===== src/rtl/instr_fetch_pkg.sv =====
// instr_fetch_pkg: definitions shared by the fetch stage and its neighbours.
//   fetch_state_t    : fetch FSM encodings (FS_FETCH / FS_HOLD / FS_HALTED)
//   OPC_MSB/OPC_LSB  : opcode field position inside a 16-bit instruction word
//   RESET_PC_DEFAULT : PC loaded on reset unless overridden
//   opcode_of()      : slices the opcode so fetch and decode agree on the field
package instr_fetch_pkg;

    typedef enum logic [1:0] {
        FS_FETCH  = 2'd0,
        FS_HOLD   = 2'd1,
        FS_HALTED = 2'd2
    } fetch_state_t;

    localparam int unsigned OPC_MSB = 15;
    localparam int unsigned OPC_LSB = 12;

    localparam logic [15:0] RESET_PC_DEFAULT = 16'h0000;

    function automatic logic [3:0] opcode_of(input logic [15:0] instr);
        return instr[OPC_MSB:OPC_LSB];
    endfunction

endpackage


===== src/rtl/instr_fetch_pc_reg.sv =====
// instr_fetch_pc_reg: program counter with load / increment / hold.
// Increment wraps modulo 2^ADDR_W. Load has priority over increment.
//   clk      in   clock
//   rst      in   synchronous active-high reset (pc <= RESET_PC)
//   load     in   load load_val into pc
//   load_val in   ADDR_W  value loaded when load is high
//   inc      in   increment pc by one
//   pc       out  ADDR_W  current program counter
module instr_fetch_pc_reg
    import instr_fetch_pkg::*;
#(
    parameter int unsigned       ADDR_W   = 16,
    parameter logic [ADDR_W-1:0] RESET_PC = ADDR_W'(RESET_PC_DEFAULT)
) (
    input  logic              clk,
    input  logic              rst,
    input  logic              load,
    input  logic [ADDR_W-1:0] load_val,
    input  logic              inc,
    output logic [ADDR_W-1:0] pc
);

    always_ff @(posedge clk) begin
        if (rst) begin
            pc <= RESET_PC;
        end else if (load) begin
            pc <= load_val;
        end else if (inc) begin
            pc <= pc + 1'b1;
        end
    end

endmodule


===== src/rtl/instr_fetch.sv =====
// instr_fetch: non-pipelined instruction fetch stage, one instruction in flight.
// Requests a word at pc, holds it on if_* until downstream accepts, then either
// fetches the next sequential word, follows a redirect, or halts for good.
// Optional build macro IFETCH_PERF_EN adds perf_fetch_cnt / perf_stall_cnt.
//   clk, rst                   clock, synchronous active-high reset
//   imem_req/imem_addr         fetch request and word address (0 when idle)
//   imem_ready/imem_rdata      memory response strobe and data
//   if_valid/if_ready          downstream handshake
//   if_instr/if_pc             instruction word and its address
//   redirect/redirect_target   branch taken for the accepted instruction
//   halt                       accepted instruction is HALT
//   halted                     fetch permanently stopped until reset
module instr_fetch
    import instr_fetch_pkg::*;
#(
    parameter int unsigned       ADDR_W   = 16,
    parameter int unsigned       INSTR_W  = 16,
    parameter logic [ADDR_W-1:0] RESET_PC = ADDR_W'(RESET_PC_DEFAULT)
) (
    input  logic               clk,
    input  logic               rst,
    output logic               imem_req,
    output logic [ADDR_W-1:0]  imem_addr,
    input  logic               imem_ready,
    input  logic [INSTR_W-1:0] imem_rdata,
    output logic               if_valid,
    input  logic               if_ready,
    output logic [INSTR_W-1:0] if_instr,
    output logic [ADDR_W-1:0]  if_pc,
    input  logic               redirect,
    input  logic [ADDR_W-1:0]  redirect_target,
    input  logic               halt,
    output logic               halted
`ifdef IFETCH_PERF_EN
    ,
    output logic [31:0]        perf_fetch_cnt,
    output logic [31:0]        perf_stall_cnt
`endif
);

    fetch_state_t      state;
    logic [ADDR_W-1:0] pc;
    logic              fetch_done;
    logic              accept;
    logic              pc_load;

    assign fetch_done = (state == FS_FETCH) && imem_ready;
    // if_valid is only ever high in FS_HOLD, so this is the accept condition.
    assign accept     = (state == FS_HOLD) && if_valid && if_ready;
    // halt wins over redirect: a halted fetch never reloads the PC.
    assign pc_load    = accept && !halt && redirect;

    assign imem_req  = (state == FS_FETCH);
    assign imem_addr = imem_req ? pc : '0;

    instr_fetch_pc_reg #(
        .ADDR_W   (ADDR_W),
        .RESET_PC (RESET_PC)
    ) u_pc_reg (
        .clk      (clk),
        .rst      (rst),
        .load     (pc_load),
        .load_val (redirect_target),
        .inc      (fetch_done),
        .pc       (pc)
    );

    always_ff @(posedge clk) begin
        if (rst) begin
            state    <= FS_FETCH;
            if_valid <= 1'b0;
            if_instr <= '0;
            if_pc    <= '0;
            halted   <= 1'b0;
        end else begin
            unique case (state)
                FS_FETCH: begin
                    if (imem_ready) begin
                        if_instr <= imem_rdata;
                        if_pc    <= pc;
                        if_valid <= 1'b1;
                        state    <= FS_HOLD;
                    end
                end
                FS_HOLD: begin
                    if (accept) begin
                        if_valid <= 1'b0;
                        if (halt) begin
                            halted <= 1'b1;
                            state  <= FS_HALTED;
                        end else begin
                            state  <= FS_FETCH;
                        end
                    end
                end
                FS_HALTED: begin
                    if_valid <= 1'b0;
                    halted   <= 1'b1;
                end
                default: begin
                    state <= FS_FETCH;
                end
            endcase
        end
    end

`ifdef IFETCH_PERF_EN
    logic stall;

    // Stalls only counted in FETCH/HOLD, which also freezes both counters once halted.
    assign stall = ((state == FS_FETCH) && !imem_ready) ||
                   ((state == FS_HOLD) && !if_ready);

    always_ff @(posedge clk) begin
        if (rst) begin
            perf_fetch_cnt <= '0;
            perf_stall_cnt <= '0;
        end else begin
            if (accept && (perf_fetch_cnt != '1)) begin
                perf_fetch_cnt <= perf_fetch_cnt + 32'd1;
            end
            if (stall && (perf_stall_cnt != '1)) begin
                perf_stall_cnt <= perf_stall_cnt + 32'd1;
            end
        end
    end
`endif

endmodule


===== config.mk =====
export PLATFORM = sky130hd
export DESIGN_NAME = instr_fetch
export DESIGN_NICKNAME = d
export VERILOG_FILES = /design/src/rtl/instr_fetch_pkg.sv /design/src/rtl/instr_fetch_pc_reg.sv /design/src/rtl/instr_fetch.sv
export SDC_FILE = /design/constraint.sdc
export NUM_CORES = 1
export LEC_CHECK = 0
export CORE_MARGIN = 1.5
export CORE_UTILIZATION = 35
export DETAILED_ROUTE_END_ITERATION = 8
export PLACE_DENSITY = 0.77
export SETUP_SLACK_MARGIN = 0.3
export SLEW_MARGIN = 20
export SYNTH_ARGS = -nofsm -noshare
export SYNTH_HDL_FRONTEND = slang
export SYNTH_SLANG_ARGS = --single-unit
export TNS_END_PERCENT = 1

===== constraint.sdc =====
create_clock -name clk -period 2.3 [get_ports clk]
set_input_delay 0.69 -clock clk [delete_from_list [all_inputs] [get_ports clk]]
set_output_delay 0.69 -clock clk [all_outputs]
set_load 0.1 [all_outputs]

run_1/ff_map.png
Other sequential cells in the stronger grey, the rest of the logic in the fainter grey.
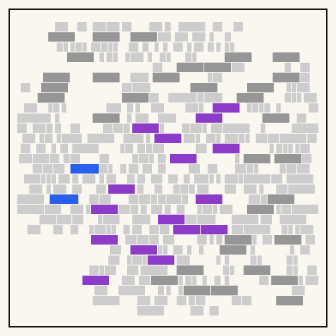
legend:
  u_pc_reg.pc:
    colour: purple
    placed_flops: 16
  state:
    colour: blue
    placed_flops: 2
not coloured: 34
seq pwr: 1.06 mW
Flop area: 1040 um^2
post-layout util: 56.9%

run_1/m1.png
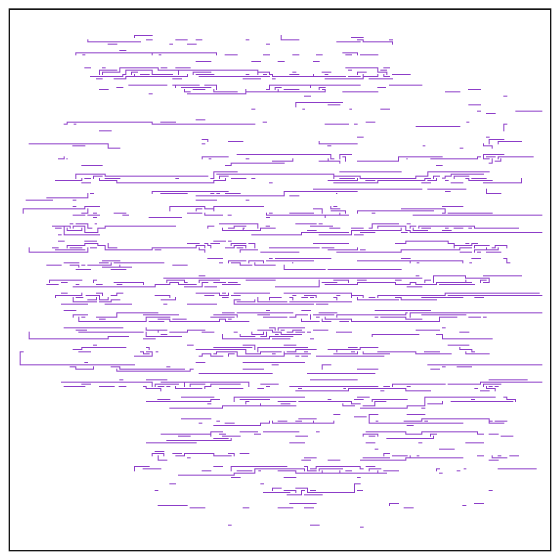
main direction: horizontal
longest straight run: 40.5 um

==> impl_metrics.yaml, run 1 <==
# generated from flow reports
outcome:
  outcome: "completed"
final_layout:
  syn_to_final_growth_pct: 55.4
  nFillCells: 594
  nets: 427
final_timing:
  setup_tns_ns: 0
  rsz0062_at_grt: "true"
  fin_skew_ns: 0.00677
yosys:
  largest_area_cell: "dfxtp_1"
  synth.top_cell.area_share_pct: 44.5
  topCellsByArea: "dfxtp_1 (45%), nand2_1 (11%), a21oi_1 (7.5%)"
  edf_count: 0
  syn-instance-count: 289
floorplan:
  coreArea_um2: 6390
clock_tree:
  cts_buffers: 5
setup_path:
  worst-r2r-cell-count: 8
  cp.arrival_ns: 1.34
power:
  p_leak_nw: 1.44
grt:
  antenna_found_initial: 0
  grt_max_degree: 53
placement:
  dp_cells: 442
run_1/m2.png
Cells faint in the background.
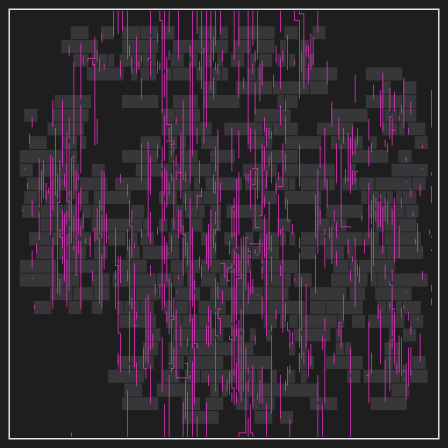
main direction: vertical
longest straight run: 30.6 um
wire length on this layer: 2950 um
share of all routed wire: 47%
GRT met2 Usage: 28.4%
via count: 2289
Routed Wire Length: 6.22 mm

run_1/util_map.png
The die is cut into 8 by 8 equal tiles; white is low, dark blue is high, 0 to 100% covered.
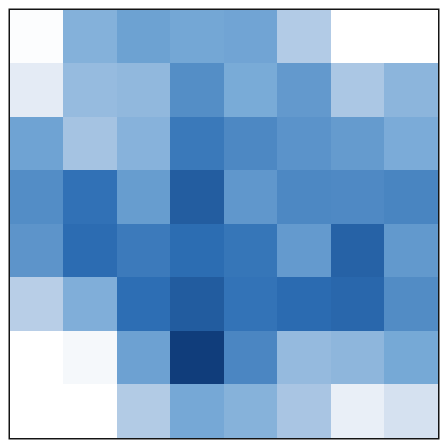
fullest tile: 95%
tiles over 75% full: 14%
emptiest ninth of the die: south-west

==> run 1: area by class of cell <==
class                      count  area, um^2  share of cell area, %
multi-input combinational    211        1230                   33.8
timing repair buffer         108        1150                   31.7
sequential                    52        1040                   28.7
tap                           77        96.3                   2.65
clock buffer                   7        86.3                   2.38
inverter                       5        18.8                  0.517
clock inverter                 1        7.51                  0.207
==> run 1: flip-flops by register name, indices dropped and copies added (netlist names) <==
signal,count
if_valid,1
state,2
if_pc,16
halted,1
if_instr,16
u_pc_reg.pc,16
==> run 1: power by group through the flow <==
| stage | Sequential [mW] | Clock, mW | Combinational [mW] |
|---|---|---|---|
| global route | 1.07 | 0.595 | 1.61 |
| detailed placement | 1.08 | 0 | 1.36 |
| finish | 1.06 | 0.538 | 1.53 |
| CTS | 1.06 | 0.563 | 1.52 |
| floorplan | 1.47 | 0 | 0.618 |
| global placement | 1.08 | 0 | 1.35 |
==> run 1: worst paths after layout <==
check | endpoint | slack, ns
worst max-delay path | imem_addr[13] | 0.27
worst min-delay path | if_pc[15] | 0.46
worst max register to register | u_pc_reg.pc[14] | 0.42
worst min register to register | if_pc[15] | 0.46
==> run 1: layer usage <==
metal	vias to the layer above	wire length (um)	GRT usage, %	share of wire (%)
met2	61	2950	28.4	47
met3	4	333	3.93	5.4
met1	1060	2860	23.1	46
li1	1164	-	-	-
met5	-	0	0	0
met4	0	82	6.01	1.3
==> run 1: through the flow <==
stage | total power [mW] | utilization [%]
after floorplan | 2.09 | -
after global placement | 2.43 | 53.8
after detailed placement | 2.45 | 53.8
after CTS | 3.14 | 56.8
after global routing | 3.27 | 56.9
final | 3.12 | 56.9
==> run 1: what timing repair did <==
item                                    CTS  global route
endpoints found under the setup margin   16            19
pin swaps                                 1             1
gates resized                             9             0
hold buffers                              0             0
buffers inserted                         10             1
==> run 1: worst max-delay path, cell delays in order (launching register included) <==
cell and delay (ns):
dfxtp_2 0.34, inv_2 0.08, ha_4 0.18, buf_6 0.13, and2_4 0.15, buf_12 0.17
==> run 1: kinds of logic (layout without fill, tap and decap cells) <==
| logic type | Yosys count | after routing | share of synthesized area (%) |
|---|---|---|---|
| simple gates | 135 | 135 | 27.3 |
| fa+ha+maj | 6 | 6 | 3.21 |
| mux | 1 | 1 | 0.428 |
| xor+xnor | 12 | 12 | 4.49 |
| flops | 52 | 52 | 44.5 |
| buf+inv | 26 | 121 | 5.03 |
| compound gates | 57 | 57 | 15.0 |
==> run 1: placed cells by master (no fill, tap or decap), types with 2 or more instances in the layout <==
master	count
ha_1	5
dfxtp_2	2
buf_6	2
a21oi_1	35
a311oi_1	3
a221oi_1	2
nor3_1	2
o21ai_0	2
buf_4	49
clkbuf_8	6
and4_4	2
buf_12	19
inv_2	2
nand3_1	9
xnor2_1	3
and2_4	15
and3_1	2
and2_1	2
dfxtp_1	50
nor2_1	19
xor2_1	9
nand4_1	7
or3_1	3
inv_1	3
clkdlybuf4s50_1	36
nand2_1	69
a211oi_1	13
run_1/placed.png
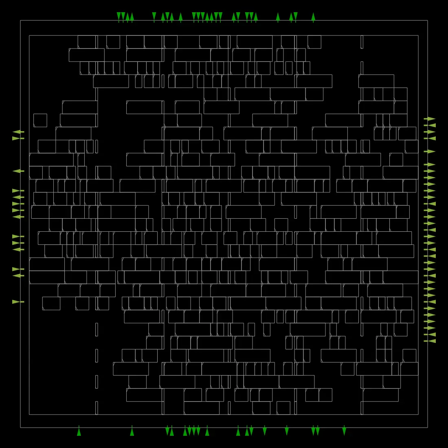

==> run 1 -> run 2 <==
ABC_AREA = 1   (was not set)
PLACE_DENSITY = 0.75   (was 0.77)
REMOVE_ABC_BUFFERS = 1   (was not set)
SLEW_MARGIN = 25   (was 20)
run_2/placed.png
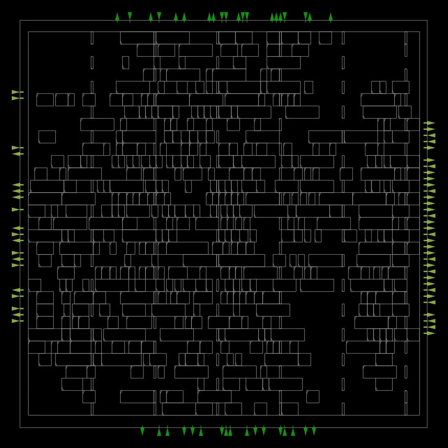
seq_cells: 52
FP Rows: 31
final std cells w/o fill: 568
post-layout util: 53.4%
CORE AREA: 7250 um^2

==> run 2 against run 1 <==
  * Clock skew is 0.0010 ns higher
  * Synthesized cell count increased by 30%
  * Setup slack got worse by 0.055 ns
  * Synthesized area grew 12%
  * Critical path type unchanged
  * Register-to-register slack gained 0.11 ns
==> impl_metrics.yaml, run 2 <==
# generated from flow reports
outcome:
  outcome: "completed"
final_timing:
  setup_viol: 0
  max_freq_ghz: 0.479
  fin_skew_ns: 0.00780
  slew_headroom_pct: 77.7
  fin_crit_sh_pct: 90.8
  rsz0062_at_grt: "true"
final_layout:
  diodes: 0
  nets: 512
  reg_top3: "if_instr: 16 flops, if_pc: 16 flops, u_pc_reg.pc: 16 flops"
  layout_top_cells: "nor2_1 (81), nand2_1 (65), dfxtp_1 (50), buf_4 (47), clkdlybuf4s50_1 (37)"
  nFillCells: 722
  mostFrequentLayoutCell: "nor2_1"
  syn_to_final_growth_pct: 47.9
power:
  p_leak_nw: 1.69
  power_mw: 4.84
setup_path:
  reg2reg_to: "u_pc_reg.pc[12]"
  cp.arrival_ns: 1.40
  rrSetupSlack_ns: 0.53
  worst-r2r-cell-count: 11
  cp.required_ns: 1.61
yosys:
  synth.top_cell.area_share_pct: 39.7
  edf_count: 0
  largest_area_cell: "dfxtp_1"
  synth_area_um2: 2620
  topCellsByArea: "dfxtp_1 (40%), nor2_1 (12%), nand2_1 (10%)"
  ys.flop_type: "dfxtp_1"
  yosys_cells: 375
  syn-instance-count: 375
worst_hold_path:
  hold-path-endpoint: "if_pc[0]"
floorplan:
  fp_util_pct: 36.1
  top_level_ports: 89
routing:
  drt-total-wl_mm: 6.95
  drc: 0
  vias: 2656
clock_tree:
  ctsHoldBuffers: 0
  cts_buffers: 5
grt:
  grt_max_degree: 32
  antenna_found_initial: 0
  track_usage_pct: 17.2
  grt_pass1_wl_mm: 10.6
placement:
  dp_cells: 553
flow_run:
  max-cap-violations: 0
run_2/m2.png
Cells faint in the background.
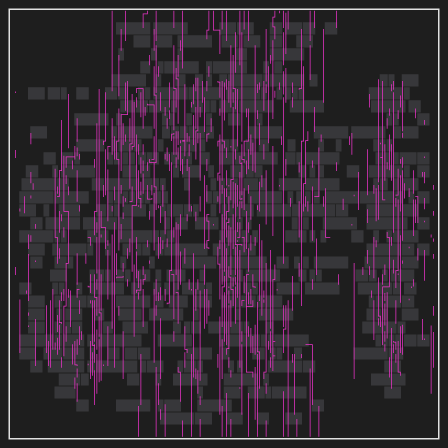
share of all routed wire: 49%
main direction: vertical
wire length on this layer: 3380 um
longest straight run: 46.8 um

## run 2: worst max-delay path by stage
stage / startpoint / end / depth (start not counted)
after floorplan: state[0] / imem_addr[0] / 4
after CTS: state[0] / imem_addr[7] / 6
after detailed placement: if_ready / u_pc_reg.pc[10] / 8
final: state[0] / imem_addr[14] / 6
after global routing: state[0] / imem_addr[15] / 6
after global placement: imem_ready / u_pc_reg.pc[12] / 8
## run 2: cell type report
class | count | area (um^2) | share of cell area (%)
clock inverters | 3 | 25.0 | 0.646
inverters | 43 | 169 | 4.36
flip-flops and latches | 52 | 1050 | 27.0
clock buffers | 5 | 68.8 | 1.78
repair buffers | 104 | 1130 | 29.2
multi-input cells | 262 | 1310 | 33.9
well taps | 99 | 124 | 3.20
## run 2: layer usage
metal / share of wire (%) / vias to the layer above / track usage [%]
met1: 43 / 1177 / 19.2
li1: - / 1370 / -
met2: 49 / 92 / 31.1
met4: 2.0 / 0 / 7.55
met5: 0 / - / 0
met3: 6.3 / 17 / 3.79
## run 2: cells by family (layout without fill, tap and decap cells)
group	after synthesis	after routing	synth area share, %
buffers and inverters	61	155	11.4
flip-flops	52	52	39.7
XOR/XNOR	3	3	1.00
AND/OR/NAND/NOR	186	186	30.4
AND-OR/OR-AND	67	67	14.7
adder cells (fa/ha/maj)	6	6	2.86
## run 2: worst max-delay path: stages, from the launching register on
cell       delay, ns
dfxtp_4         0.36
inv_4           0.06
ha_4            0.19
clkbuf_16       0.16
nand2_1         0.06
inv_2           0.08
buf_12          0.17
## run 2: metrics by stage
| stage | TNS, ns | setup WS [ns] |
|---|---|---|
| finish | 0 | 0.211 |
| global route | 0 | 0.171 |
| CTS | 0 | 0.211 |
| detailed placement | 0 | 0.169 |
| global placement | 0 | 0.194 |
| floorplan | -22.62 | -0.738 |
## run 2: repair_timing
item | CTS | global route
setup buffers | 3 | 2
gates cloned | 1 | 1
pin swaps | 1 | 1
setup endpoints to repair | 17 | 17
gates resized | 28 | 7
## run 2: power groups by stage
stage / Combinational, mW / Clock [mW] / Sequential (mW)
2_1_floorplan: 0.820 / 0 / 2.45
3_3_place_gp: 2.71 / 0 / 1.24
3_5_place_dp: 2.74 / 0 / 1.25
4_1_cts: 2.96 / 0.568 / 1.24
5_1_grt: 3.21 / 0.597 / 1.27
6_report: 3.04 / 0.554 / 1.24
Power is estimated from default activity; no workload was simulated.
